Fig. 1: run 1, routing congestion
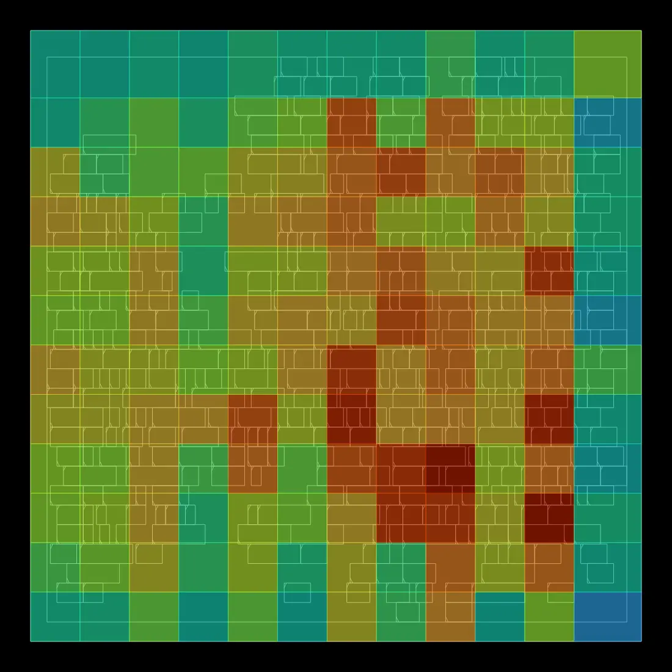
Fig. 2: run 1, nets reached from selected ports
Drawn at 3 px/µm.
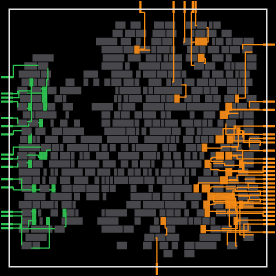
Fig. 3: run 1, clock wires, drivers and flops
Drawn at 4 px/µm.
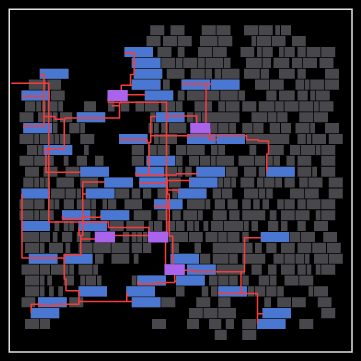
Fig. 4: run 1, met4 routing
Drawn at 4 px/µm. Supply wires on this layer in grey.
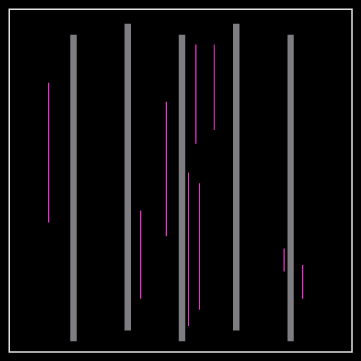
[config.mk]
export PLATFORM = sky130hd
export DESIGN_NAME = booth_mult_arbiter_flat
export DESIGN_NICKNAME = d
export VERILOG_FILES = /design/src/rtl/booth_mult_arbiter_if.sv /design/src/rtl/booth_mult_arbiter.sv /design/src/flat_wrapper.sv
export SDC_FILE = /design/constraint.sdc
export NUM_CORES = 1
export LEC_CHECK = 0
export CAP_MARGIN = 30
export CORE_MARGIN = 2
export CORE_UTILIZATION = 40
export CTS_CLUSTER_SIZE = 20
export DETAILED_ROUTE_END_ITERATION = 10
export GPL_TIMING_DRIVEN = 0
export PLACE_DENSITY = 0.87
export SLEW_MARGIN = 5
export SYNTH_ARGS = -nofsm -noshare
export SYNTH_HDL_FRONTEND = slang
export SYNTH_SLANG_ARGS = --single-unit
export TNS_END_PERCENT = 5
[constraint.sdc]
create_clock -name clock -period 2.3 [get_ports clock]
set_input_delay 0.46 -clock clock [delete_from_list [all_inputs] [get_ports clock]]
set_output_delay 0.46 -clock clock [all_outputs]
set_load 0.1 [all_outputs]
[src/rtl/booth_mult_arbiter_if.sv]
// booth_mult_arbiter_if: request/grant bus plus multiplier start/done handshake.
// Parameters: NREQ requesters, WIDTH-bit operands.
// Client side: req, a_bus, b_bus in; gnt, ack, result, err out.
// Multiplier side: mul_start, mul_a, mul_b out; mul_result, mul_done in.
// The slave modport is the arbiter's view; the master modport drives it.
interface booth_mult_arbiter_if #(
  parameter int NREQ  = 4,
  parameter int WIDTH = 8
);
  logic [NREQ-1:0]       req;
  logic [NREQ-1:0]       gnt;
  logic [NREQ-1:0]       ack;
  logic [NREQ*WIDTH-1:0] a_bus;
  logic [NREQ*WIDTH-1:0] b_bus;
  logic [2*WIDTH-1:0]    result;
  logic [2*WIDTH-1:0]    mul_result;
  logic                  err;
  logic                  mul_start;
  logic                  mul_done;
  logic [WIDTH-1:0]      mul_a;
  logic [WIDTH-1:0]      mul_b;
  modport master (
    output req, a_bus, b_bus, mul_result, mul_done,
    input  gnt, ack, result, err, mul_start, mul_a, mul_b
  );
  modport slave (
    input  req, a_bus, b_bus, mul_result, mul_done,
    output gnt, ack, result, err, mul_start, mul_a, mul_b
  );
endinterface

[src/rtl/booth_mult_arbiter.sv]
// booth_mult_arbiter: round-robin arbiter sharing one Booth multiplier among NREQ clients.
// Ports: clock (rising edge), _reset (synchronous, active-low),
//   bus (booth_mult_arbiter_if.slave): req/a_bus/b_bus in, gnt/ack/result/err out,
//   mul_start/mul_a/mul_b out, mul_result/mul_done in.
// Optional macro BOOTH_ARB_WATCHDOG_EN: abort WAIT after TIMEOUT cycles with err and result=0.
module booth_mult_arbiter #(
  parameter int NREQ    = 4,
  parameter int WIDTH   = 8,
  parameter int TIMEOUT = 32
) (
  input logic                 clock,
  input logic                 _reset,
  booth_mult_arbiter_if.slave bus
);
  localparam int PW = (NREQ > 1) ? $clog2(NREQ) : 1;
  typedef enum logic [1:0] {IDLE, LAUNCH, WAIT, RESP} state_t;
  state_t             state_q, state_d;
  logic [PW-1:0]      ptr_q, ptr_d, gidx_q, gidx_d, win;
  logic [NREQ-1:0]    gnt_q, gnt_d, ack_q, ack_d;
  logic [WIDTH-1:0]   a_q, a_d, b_q, b_d;
  logic [2*WIDTH-1:0] result_q, result_d;
  logic               start_q, start_d, err_q, err_d;
`ifdef BOOTH_ARB_WATCHDOG_EN
  localparam int CW = $clog2(TIMEOUT + 1);
  logic [CW-1:0]      cnt_q, cnt_d;
  logic               to_q, to_d;
`endif
  // Scan offsets high-to-low so the nearest requester at or above ptr is assigned last.
  function automatic logic [PW-1:0] rr_pick(input logic [NREQ-1:0] r, input logic [PW-1:0] p);
    rr_pick = p;
    for (int i = NREQ - 1; i >= 0; i--) begin
      int j;
      j = int'(p) + i;
      if (j >= NREQ) j -= NREQ;
      if (r[j]) rr_pick = PW'(j);
    end
  endfunction
  assign win = rr_pick(bus.req, ptr_q);
  always_comb begin
    state_d  = state_q;
    ptr_d    = ptr_q;
    gidx_d   = gidx_q;
    gnt_d    = gnt_q;
    ack_d    = '0;
    err_d    = 1'b0;
    start_d  = 1'b0;
    a_d      = a_q;
    b_d      = b_q;
    result_d = result_q;
`ifdef BOOTH_ARB_WATCHDOG_EN
    cnt_d    = cnt_q;
    to_d     = to_q;
`endif
    case (state_q)
      IDLE: if (|bus.req) begin
        gidx_d  = win;
        gnt_d   = NREQ'(1) << win;
        a_d     = bus.a_bus[win*WIDTH +: WIDTH];
        b_d     = bus.b_bus[win*WIDTH +: WIDTH];
        state_d = LAUNCH;
      end
      // start is registered here so it is high for exactly the first WAIT cycle
      LAUNCH: begin
        start_d = 1'b1;
        state_d = WAIT;
`ifdef BOOTH_ARB_WATCHDOG_EN
        cnt_d   = '0;
        to_d    = 1'b0;
`endif
      end
      WAIT: if (bus.mul_done) begin
        result_d = bus.mul_result;
        state_d  = RESP;
      end
`ifdef BOOTH_ARB_WATCHDOG_EN
      else if (cnt_q == CW'(TIMEOUT - 1)) begin
        result_d = '0;
        to_d     = 1'b1;
        state_d  = RESP;
      end else cnt_d = cnt_q + 1'b1;
`endif
      // ack/err are registered on leaving RESP, so they appear in the following IDLE cycle
      RESP: begin
        ack_d   = gnt_q;
`ifdef BOOTH_ARB_WATCHDOG_EN
        err_d   = to_q;
`endif
        gnt_d   = '0;
        ptr_d   = (gidx_q == PW'(NREQ - 1)) ? '0 : gidx_q + 1'b1;
        state_d = IDLE;
      end
      default: state_d = IDLE;
    endcase
  end
  always_ff @(posedge clock) begin
    if (!_reset) begin
      state_q  <= IDLE;
      ptr_q    <= '0;
      gidx_q   <= '0;
      gnt_q    <= '0;
      ack_q    <= '0;
      err_q    <= 1'b0;
      start_q  <= 1'b0;
      a_q      <= '0;
      b_q      <= '0;
      result_q <= '0;
`ifdef BOOTH_ARB_WATCHDOG_EN
      cnt_q    <= '0;
      to_q     <= 1'b0;
`endif
    end else begin
      state_q  <= state_d;
      ptr_q    <= ptr_d;
      gidx_q   <= gidx_d;
      gnt_q    <= gnt_d;
      ack_q    <= ack_d;
      err_q    <= err_d;
      start_q  <= start_d;
      a_q      <= a_d;
      b_q      <= b_d;
      result_q <= result_d;
`ifdef BOOTH_ARB_WATCHDOG_EN
      cnt_q    <= cnt_d;
      to_q     <= to_d;
`endif
    end
  end
  assign bus.gnt       = gnt_q;
  assign bus.ack       = ack_q;
  assign bus.err       = err_q;
  assign bus.result    = result_q;
  assign bus.mul_start = start_q;
  assign bus.mul_a     = a_q;
  assign bus.mul_b     = b_q;
endmodule
[src/flat_wrapper.sv]
// flat-port wrapper written by rule: the top's interface ports become plain ports
module booth_mult_arbiter_flat 
#(
  parameter int NREQ    = 4,
  parameter int WIDTH   = 8,
  parameter int TIMEOUT = 32
)
  (clock, _reset, bus_req, bus_a_bus, bus_b_bus, bus_mul_result, bus_mul_done, bus_gnt, bus_ack, bus_result, bus_err, bus_mul_start, bus_mul_a, bus_mul_b);
  booth_mult_arbiter_if #(.NREQ(NREQ), .WIDTH(WIDTH)) bus_i ();
  input logic clock;
  input logic _reset;
  input wire logic [$bits(bus_i.req)-1:0] bus_req;
  input wire logic [$bits(bus_i.a_bus)-1:0] bus_a_bus;
  input wire logic [$bits(bus_i.b_bus)-1:0] bus_b_bus;
  input wire logic [$bits(bus_i.mul_result)-1:0] bus_mul_result;
  input wire logic [$bits(bus_i.mul_done)-1:0] bus_mul_done;
  output wire logic [$bits(bus_i.gnt)-1:0] bus_gnt;
  output wire logic [$bits(bus_i.ack)-1:0] bus_ack;
  output wire logic [$bits(bus_i.result)-1:0] bus_result;
  output wire logic [$bits(bus_i.err)-1:0] bus_err;
  output wire logic [$bits(bus_i.mul_start)-1:0] bus_mul_start;
  output wire logic [$bits(bus_i.mul_a)-1:0] bus_mul_a;
  output wire logic [$bits(bus_i.mul_b)-1:0] bus_mul_b;
  assign bus_i.req = bus_req;
  assign bus_i.a_bus = bus_a_bus;
  assign bus_i.b_bus = bus_b_bus;
  assign bus_i.mul_result = bus_mul_result;
  assign bus_i.mul_done = bus_mul_done;
  assign bus_gnt = bus_i.gnt;
  assign bus_ack = bus_i.ack;
  assign bus_result = bus_i.result;
  assign bus_err = bus_i.err;
  assign bus_mul_start = bus_i.mul_start;
  assign bus_mul_a = bus_i.mul_a;
  assign bus_mul_b = bus_i.mul_b;
  booth_mult_arbiter #(.NREQ(NREQ), .WIDTH(WIDTH), .TIMEOUT(TIMEOUT)) u_core (.clock(clock), ._reset(_reset), .bus(bus_i));
endmodule
==> results.yml, run 1 <==
# yosys + openroad results
setup_path:
  crit_cells: 1
  critPathRequiredTime_ps: 1840
  critPathMaxFanout: 2
  setup.worst_path.start: "u_core.bus.mul_b[6]$_SDFFE_PN0P_"
  timing.critical_path.max_delay_family: "buffers and inverters"
  r2r_end: "u_core.bus.mul_b[6]$_SDFFE_PN0P_"
  cp_cell_sequence: "clkdlybuf4s50_1"
  worst_setup_path_end_kind: "output pin"
  rrSetupSlack_ps: 190
placement:
  gp_congestion: 0.828
routing:
  wl_met3_um: 1040
  remaining_drc_errors: 0
  drt.antenna.violating_nets: 0
  post_drt_via_cell_ratio: 5.61
cells_and_area:
  layout_top_cells: "clkdlybuf4s50_1, dfxtp_1, nand2_1, inv_1"
  nNonClkBuffers: 159
  core_utilization_of_the_finished_layout_pct: 65.6
  layout.cells.most_common: "clkdlybuf4s50_1"
  seq_share_pct: 22.5
  seq_cell_count: 47
  num-nets-final: 535
  fill_cells: 515
  dominant_cells: "multi-input combinational cells"
  final-clk-cell-share_pct: 2.81
  register_area_um2: 941
  comb-cell-share_pct: 35.9
  insertedDiodeCount: 0
power_and_ir_drop:
  power.net_switching_mw: 2.42
  leak_pwr_nw: 1.77
  max-vdd-ir-drop_mv: 0.695
  comb_power_share_pct: 60.8
timing:
  setup_ws_ps: 14.3
  maxClockFrequency_mhz: 438
  unrepaired_setup_endpoints_after_global_routing: "no"
  worst_slew_margin_relative_to_its_limit_pct: 32.5
  max_slew.worst_pin.slew_ps: 1010
  final.min_clock_period_ps: 2290
logic_synthesis:
  ys_seq_share_pct: 35.6
  most_common_reg_cell: "dfxtp_1"
  syn-cell-area_um2: 2640
  synth-warning-count: 0
  mappedNetlistNets: 400
  ys_area_um2: 2640
  synth.ff_latch_count: 47
  synthArstFlopShare_pct: 0
  area_leaders: "dfxtp_1, nand2_1, a21boi_0"
floorplanning:
  floorplanUtilization_pct: 41.4
  dieHeight_um: 85.3
  core_um2: 6390
  total_number_of_placement_rows: 29
status:
  outcome: "complete, no violations"
cts:
  cts_buffer_depth: 2
  count_of_h_tree_levels_built_during_cts: 2
  clock_tree.root_cell: "clkbuf_8"
  cts.sinks: 47
  tritoncts: "yes"
worst_hold_path:
  min_path_type: "flip-flop to flip-flop"
  worstHoldEndpoint: "u_core.bus.result[11]$_SDFFE_PN0P_"
  worst_hold_startpoint: "u_core.bus.result[11]$_SDFFE_PN0P_"
flow_run:
  cap_viol_max_count: 0
  stage_log_warnings: 30
global_routing:
  grt_start_max_net_pins: 15
  global_route.overflow_total: 0
Notes on Fig. 1 above:
met3 track utilization from global routing: 8.95%
global routing met2 resource utilization: 36.9%
highest-utilization routing layer at the global route stage: met2
WL/cell: 16.9 µm

Notes on Fig. 2 above:
bus_b_bus: in orange, direction input, edge 26 east, 5 north, 1 south, end cells 32, wire 704 µm. bus_mul_result: in green, direction input, edge west, end cells 16, wire 201 µm.
number of top-level design ports: 129
buffers added on ports: 126

Notes on Fig. 3 above:
flip-flops: in blue, count 47. clock wires: in red, length 605 µm. cells driving clock nets: in purple, count 5.
There are 6 routed clock nets.
power consumed by the clock network: 0.636 mW
Clock power frac: 13.9%
setup skew after layout: 5.71 ps

Notes on Fig. 4 above:
The layer carries 218 µm of wire. 9 nets have wire on it. The wires run mostly vertical. The layer holds 2.5% of the routed length. The longest straight run is 38.1 µm.
vias post-DR: 2918
total wire length after detailed routing: 8780 µm

[run 1: power by group through the flow]
| stage | sequential (mW) | combinational, mW | clock, mW |
|---|---|---|---|
| 2_1_floorplan | 2.40 | 0.767 | 0 |
| 3_5_place_dp | 1.16 | 2.74 | 0 |
| 4_1_cts | 1.15 | 2.76 | 0.647 |
| 6_report | 1.15 | 2.77 | 0.636 |
| 3_3_place_gp | 1.15 | 2.70 | 0 |
| 5_1_grt | 1.17 | 2.89 | 0.687 |
[run 1: metrics by stage]
step / power [mW] / hold WS (ps) / instances / area (µm²)
after CTS: 4.56 / 469 / 520 / 4160
final: 4.56 / 467 / 520 / 4190
after global routing: 4.75 / 493 / 520 / 4190
after detailed placement: 3.90 / 460 / 510 / 4000
after global placement: 3.85 / 449 / 510 / 4000
after floorplan: 3.17 / 461 / 307 / 2640
[run 1: repair_timing]
item,CTS,global route
cloned,0,0
setup endpoints to repair,18,23
pin swaps,3,0
buffers inserted,2,0
resized,14,11
hold buffers,0,0
[run 1: state kept, by name, summed over array words and instances, names as in the netlist]
register / flops
u_core.bus.ack: 4
u_core.ptr_q: 2
u_core.state_q: 2
u_core.gidx_q: 2
u_core.bus.result: 16
u_core.bus.mul_start: 1
u_core.bus.gnt: 4
u_core.bus.mul_a: 8
u_core.bus.mul_b: 8
[run 1: logic make-up after synthesis]
| family | Yosys count | share of synthesized area (%) |
|---|---|---|
| fa+ha+maj | 6 | 2.84 |
| other cells | 1 | 0.142 |
| mux | 3 | 1.14 |
| flops | 47 | 35.6 |
| compound gates | 99 | 31.9 |
| buf+inv | 50 | 8.80 |
| simple gates | 101 | 19.6 |
==> run 2, diff against run 1 <==
--- a/config.mk
+++ b/config.mk
@@ -10,8 +10,9 @@
 export CORE_UTILIZATION = 40
 export CTS_CLUSTER_SIZE = 20
 export DETAILED_ROUTE_END_ITERATION = 10
+export GPL_ROUTABILITY_DRIVEN = 0
 export GPL_TIMING_DRIVEN = 0
-export PLACE_DENSITY = 0.87
+export PLACE_DENSITY = 0.75
 export SLEW_MARGIN = 5
 export SYNTH_ARGS = -nofsm -noshare
 export SYNTH_HDL_FRONTEND = slang
==> run 2 against run 1 <==
Effect of this change:
- utilization down 0.059 points
- flip-flop count stayed put
- fmax grew 1.1%
- non-clock buffer count up 1
- clock skew fell by 0.58 ps
- first-iteration DRC count fell by 29%
- critical path type unchanged
- largest power group unchanged
==> results.yml, run 2 <==
# yosys + openroad results
routing:
  remaining_drc_errors: 0
  post_drt_via_cell_ratio: 5.45
  detail_route.wl_per_cell_um: 16.5
  drt_wl_total_um: 8580
  pre_antenna_drt_iters: 4
  drt.antenna.violating_nets: 0
  wirelength_met1_um: 3840
  detailroute.via_count: 2842
  wl_met3_um: 756
logic_synthesis:
  synthArstFlopShare_pct: 0
  cell_taking_the_most_area_after_synthesis: "dfxtp_1"
  area_leaders: "dfxtp_1, nand2_1, a21boi_0"
  simple_gate_share_pct: 19.6
  ys_seq_share_pct: 35.6
  ys_area_um2: 2640
  syn-instance-count: 307
  yosysUniqueCellTypes: 46
  syn-cell-area_um2: 2640
  synth.cellmix.compoundShare_pct: 31.9
  yosys-mux-area-fraction_pct: 1.14
  enable_flop_cells: 0
  synthTopLogicFamily: "AND-OR/OR-AND gates"
  most_common_reg_cell: "dfxtp_1"
  mappedNetlistNets: 400
  parity_gate_share_of_the_synthesized_area_counting_xor_and_xnor_cells_pct: 0
  post_synth_fa_ha_maj_area_fraction_pct: 2.84
  synth.ff_latch_count: 47
  top_cell: "dfxtp_1"
  synth_stat.cells: 307
  synth-warning-count: 0
global_routing:
  global_route.overflow_total: 0
  met1_usage_pct: 31.8
  busiest_layer: "met2"
  grt_antenna_before_repair: 0
  grt_start_max_net_pins: 16
  global_route.usage.met3_pct: 7.30
floorplanning:
  core_um2: 6390
  chipArea_um2: 7280
  dieHeight_um: 85.3
  total_number_of_placement_rows: 29
  design.portCount: 129
  floorplanUtilization_pct: 41.4
timing:
  timing.setup.tns_ps: 0
  setup_ws_ps: 38.8
  max_slew.worst_pin.slew_ps: 1010
  worst_slew_margin_relative_to_its_limit_pct: 32.5
  final_min_period_over_clock_period_pct: 98.3
  timing.clock.skew_ps: 5.12
  final.min_clock_period_ps: 2260
  hold_viol: 0
  maxClockFrequency_mhz: 442
  final_max_slew_viol_count: 0
  unrepaired_setup_endpoints_after_global_routing: "no"
cells_and_area:
  layout_top_cells: "clkdlybuf4s50_1, dfxtp_1, nand2_1, inv_1"
  insertedDiodeCount: 0
  largest_register_ff_count: 16
  fill_cells: 550
  layout.cells.most_common: "clkdlybuf4s50_1"
  num-nets-final: 536
cts:
  cts_repair_resize_count: 16
  cts_post_setup_buffers_inserted: 3
  tritoncts: "yes"
  count_of_h_tree_levels_built_during_cts: 2
  cts.reportedPaths.clkPinSlew_ps: 90
  cts.sinks: 47
  cts_buffer_depth: 2
  cts_hold_buf: 0
  clock_tree.root_cell: "clkbuf_8"
worst_hold_path:
  min_path_type: "flip-flop to flip-flop"
power_and_ir_drop:
  post-layout-total-power_mw: 4.47
  max-vdd-ir-drop_mv: 0.929
  leak_pwr_nw: 1.68
setup_path:
  path_buffers: 1
  critPathMaxFanout: 2
  setup.worst_path.class: "flip-flop to output pin"
  cp_cell_sequence: "clkdlybuf4s50_1"
  max_incr_delay_on_cp_ps: 1150
  critPathRequiredTime_ps: 1840
  worst_setup_path_end_kind: "output pin"
  crit_slowest_cell: "clkdlybuf4s50_1"
  crit_arrival_ps: 1800
  timing.critical_path.max_delay_family: "buffers and inverters"
status:
  outcome: "complete, no violations"
placement:
  pre_cts_ws_ps: -496
  buffers_added_on_ports: 126
flow_run:
  cap_viol_max_count: 0
  stage_log_warnings: 31
-- run 2: power by group --
group	internal (mW)	leakage, nW	switching (mW)
Sequential	1.02	0.385	0.117
Combinational	0.780	1.25	2.01
Clock	0.246	0.0474	0.297
-- run 2: kinds of logic (layout without fill, tap and decap cells) --
group	after synthesis	in the layout
multiplexers	3	3
AND-OR/OR-AND	99	99
AND/OR/NAND/NOR	101	101
flip-flops	47	47
other	1	1
buffers and inverters	50	187
adder cells (fa/ha/maj)	6	6
-- run 2: area by class of cell --
type,count,area (µm²),area share [%]
multi-input combinational,210,1520,36.2
timing repair buffer,129,1290,30.9
sequential,47,941,22.5
buffer,31,169,4.04
tap,77,96.3,2.30
clock buffer,6,82.6,1.97
inverter,19,71.3,1.70
clock inverter,2,16.3,0.389
-- run 2: path summary, 6_finish.rpt --
path	startpoint	to	slack [ps]	cells after the start
worst max-delay path	u_core.bus.mul_b[6]$_SDFFE_PN0P_	bus_mul_b[6]	40	1
worst min-delay path	u_core.bus.result[10]$_SDFFE_PN0P_	u_core.bus.result[10]$_SDFFE_PN0P_	460	2
worst max register to register	u_core.ptr_q[1]$_SDFFE_PN0P_	u_core.bus.mul_b[6]$_SDFFE_PN0P_	270	8
worst min register to register	u_core.bus.result[10]$_SDFFE_PN0P_	u_core.bus.result[10]$_SDFFE_PN0P_	460	2
-- run 2: worst register-to-register path, cell delays in order, from the launching register on --
cell       delay, ps
dfxtp_1          310
buf_2            170
and3b_1          220
a2111oi_4        390
or2_1            160
buf_2            170
buf_4            200
a32o_1           190
a211oi_1          80
-- run 2: stage by stage --
stage               cells  hold slack (ps)  area (µm²)
floorplan             307              461        2640
global placement      510              450        4000
detailed placement    510              456        4000
CTS                   521              469        4160
global route          521              482        4180
finish                521              462        4180
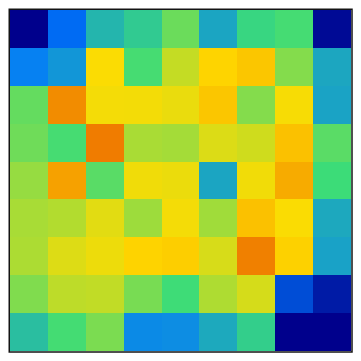
Fig. 5. Local utilization (run 2).
Drawn at 4 px/µm. The die is cut into 9 by 9 equal tiles; dark blue is low, red is high, 0 to 100% covered.
4.9% of the tiles are nearly empty. The emptiest ninth of the die: south-east. The fullest tile reaches 86%. 16% of the tiles are over 75% full.

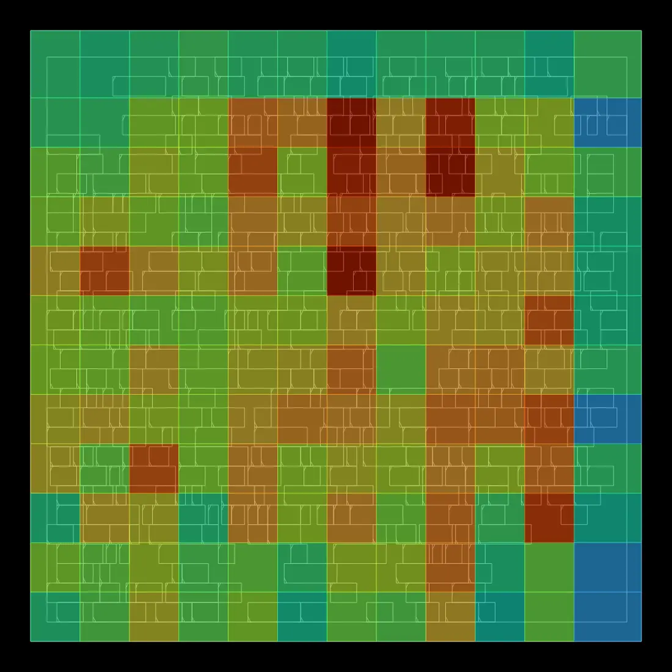
Fig. 6. Routing congestion (run 2).
core utilization of the finished layout: 65.5%
global routing met2 resource utilization: 36.8%
gr usage total: 23.6%

Power and IR drop assume default switching activity.
